===== config.mk =====
export PLATFORM = sky130hd
export DESIGN_NAME = pc_fifo
export DESIGN_NICKNAME = d
export VERILOG_FILES = /design/src/rtl/pc_fifo.sv
export SDC_FILE = /design/constraint.sdc
export NUM_CORES = 1
export LEC_CHECK = 0
export CAP_MARGIN = 20
export CORE_ASPECT_RATIO = 1.25
export CORE_MARGIN = 4
export CORE_UTILIZATION = 60
export CTS_CLUSTER_SIZE = 24
export DETAILED_ROUTE_END_ITERATION = 10
export PLACE_DENSITY = 0.81
export SLEW_MARGIN = 20
export SYNTH_ARGS = -nofsm -noshare
export SYNTH_HDL_FRONTEND = slang
export SYNTH_SLANG_ARGS = --single-unit

===== constraint.sdc =====
create_clock -name clk -period 15.4 [get_ports clk]
set_input_delay 2.31 -clock clk [delete_from_list [all_inputs] [get_ports clk]]
set_output_delay 2.31 -clock clk [all_outputs]
set_load 0.005 [all_outputs]

===== src/rtl/pc_fifo.sv =====
`default_nettype none
// ============================================================================
// Module   : pc_fifo
// Brief    : Synchronous FIFO buffering retired PCs; head is read combinationally.
// Revision : 1.0 - initial release
// ============================================================================
module pc_fifo #(
  parameter int unsigned XLEN  = 64,
  parameter int unsigned DEPTH = 8
) (
  input  logic            clk,
  input  logic            rst,
  input  logic            i_push,
  input  logic [XLEN-1:0] i_wdata,
  input  logic            i_pop,
  output logic [XLEN-1:0] o_rdata,
  output logic            o_full,
  output logic            o_empty
);

  localparam int unsigned c_aw = $clog2(DEPTH);

  logic [XLEN-1:0] r_mem [DEPTH];
  logic [c_aw:0]   r_wptr;
  logic [c_aw:0]   r_rptr;
  logic            w_do_push;
  logic            w_do_pop;

  // Extra pointer MSB distinguishes full from empty when the indices match.
  assign o_empty   = (r_wptr == r_rptr);
  assign o_full    = (r_wptr[c_aw] != r_rptr[c_aw]) &&
                     (r_wptr[c_aw-1:0] == r_rptr[c_aw-1:0]);
  assign w_do_push = i_push && !o_full;
  assign w_do_pop  = i_pop && !o_empty;
  assign o_rdata   = r_mem[r_rptr[c_aw-1:0]];

  always_ff @(posedge clk) begin
    if (w_do_push) begin
      r_mem[r_wptr[c_aw-1:0]] <= i_wdata;
    end
  end

  always_ff @(posedge clk) begin
    if (rst) begin
      r_wptr <= '0;
      r_rptr <= '0;
    end else begin
      if (w_do_push) begin
        r_wptr <= r_wptr + 1'b1;
      end
      if (w_do_pop) begin
        r_rptr <= r_rptr + 1'b1;
      end
    end
  end

endmodule
`default_nettype wire


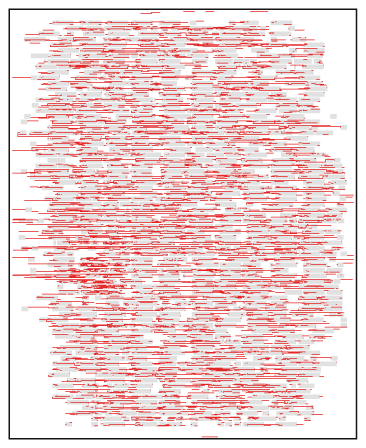
Fig. 1. Metal 1.
nets with wire on the layer: 1,005
main direction: horizontal
share of all routed wire: 38%
longest straight run: 54.7 um
met1 GRT Util: 28.4%
total number of vias: 8,888
Detailed Route WL: 38.4 mm

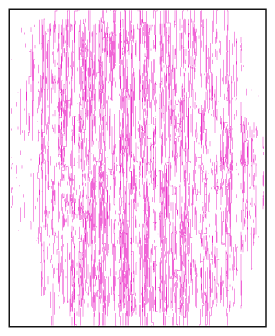
Fig. 2. Signal wires on met2.
longest straight run: 73.8 um
share of all routed wire: 54%
M2 GR Usage: 38.1%

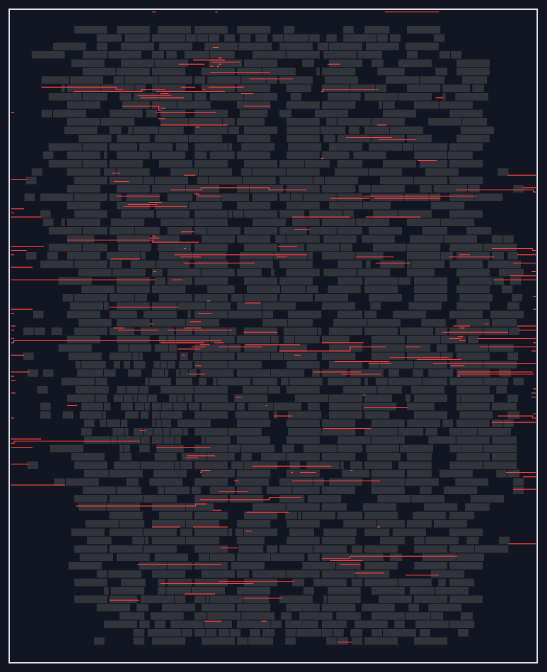
Fig. 3. Met3 routing.
wire length on this layer: 2,090 um
longest straight run: 67.4 um
met3 Use GR: 3.81%

==> changes_impl.md <==
## Implementation

- Hold Worst Slack: ~0.6 ns
- RSZ-0062 raised after global routing: no
- Initial antenna violation count: 3
- DRC Markers: 0
- CP Data Arrival Time: around 3.6 ns
- Seq area share: between 60% and 70%
- Seq share, synth: around four fifths
- Fin util: between 70% and 80%
- Post-route insts no fill: 1,437
- Drt via density: just over 6
- Total track usage: a little over a fifth
- Logic share of the area: between 10% and 20%
- Yosys Instances: 823
- Actual slew at the worst max-slew pin: 1.04 ns
- Vias in the first global route: approximately 9,800
- Clk latency late pin: ~0.54 ns
- Post-route ant nets: 0
- CTS sink cnt: 523
- Logic area: approximately 4200 sq um
- P_comb: ~0.38 mW
- Most numerous logic cell after layout: edfxtp_1
- Fin worst setup slack: between 9 and 10 ns
- Yosys warning total: 0
- Maximum clock path buffer count: 3
- Placed cell areas: around 22,000 sq um
- Hpwl dp: ~20 mm
- Gpl congestion: around 0.77
- Top sig layer: met5
- Clock skew: around 0.0095 ns
- Combinational share of power: between 10% and 20%
- Hold Violations, Final: 0
- Synth Cell Area: between 15,000 and 20,000 sq um
- Top Layout Cells: edfxtp_1 (512), clkdlybuf4s50_1 (133), mux4_2 (128)
- Register Area: 15,600 sq um
- Met3 WL post-DR: 2.09 mm
- Clk root buf: clkbuf_16
- WP data required: 13.09 ns
- Reg-to-Reg End: r_mem[4][34]
- Worst-path cell chain: buf_4 -> mux4_2 -> mux2_2 -> clkdlybuf4s50_1
- Antenna diodes: 2
- Clock-cell share: 5.97%
- Grt ovf: 0
- Hold Path Depth: 2
- Dominant comb cell: multiplexers
- Die Width: roughly 170 um
- FMAX: 168 MHz
- #MultiIn Comb: around 260
- Drt wl/cell: roughly 27 um
- Worst R2R Path Depth: 5
- Count of flip-flops and latches: 523
- Final Cell Area: ~23,000 sq um
- Status: completed
- Layout cells sized above 1: between 20% and 30%
- Chip area line of the yosys report: ~20,000 sq um
- Max-slew violations: 0
- Critical path peak fanout: 67
- Clock slew at reported path FFs: ~0.060 ns
- Count of final setup violators: 0
- Complex Gates by Area: 0.339%
- Placed Cells: between 1,000 and 1,500
- Port Buffers: roughly 130
- Pwr Total: between 3 and 4 mW
- Cell Pwr Density: approximately 130 nW/um^2
- Minimum clock period: approximately 5.9 ns
- Largest class: registers
- CP max stage delay: roughly 1 ns
- Reg power frac: 53.1%
- Chip height: approximately 210 um
- Net switching power: 0.648 mW
- Avg Cell Area, Syn: around 24 sq um
- EDFF count, synth: about 500
- Layout clock buffer count: 58
- Yosys xor share: less than 1%
- Power Clock: 1.06 mW
- R2r setup slk: 12.19 ns
- Area leader, netlist: edfxtp_1
- Signal inverters: 0
Power is estimated from default activity; no workload was simulated.
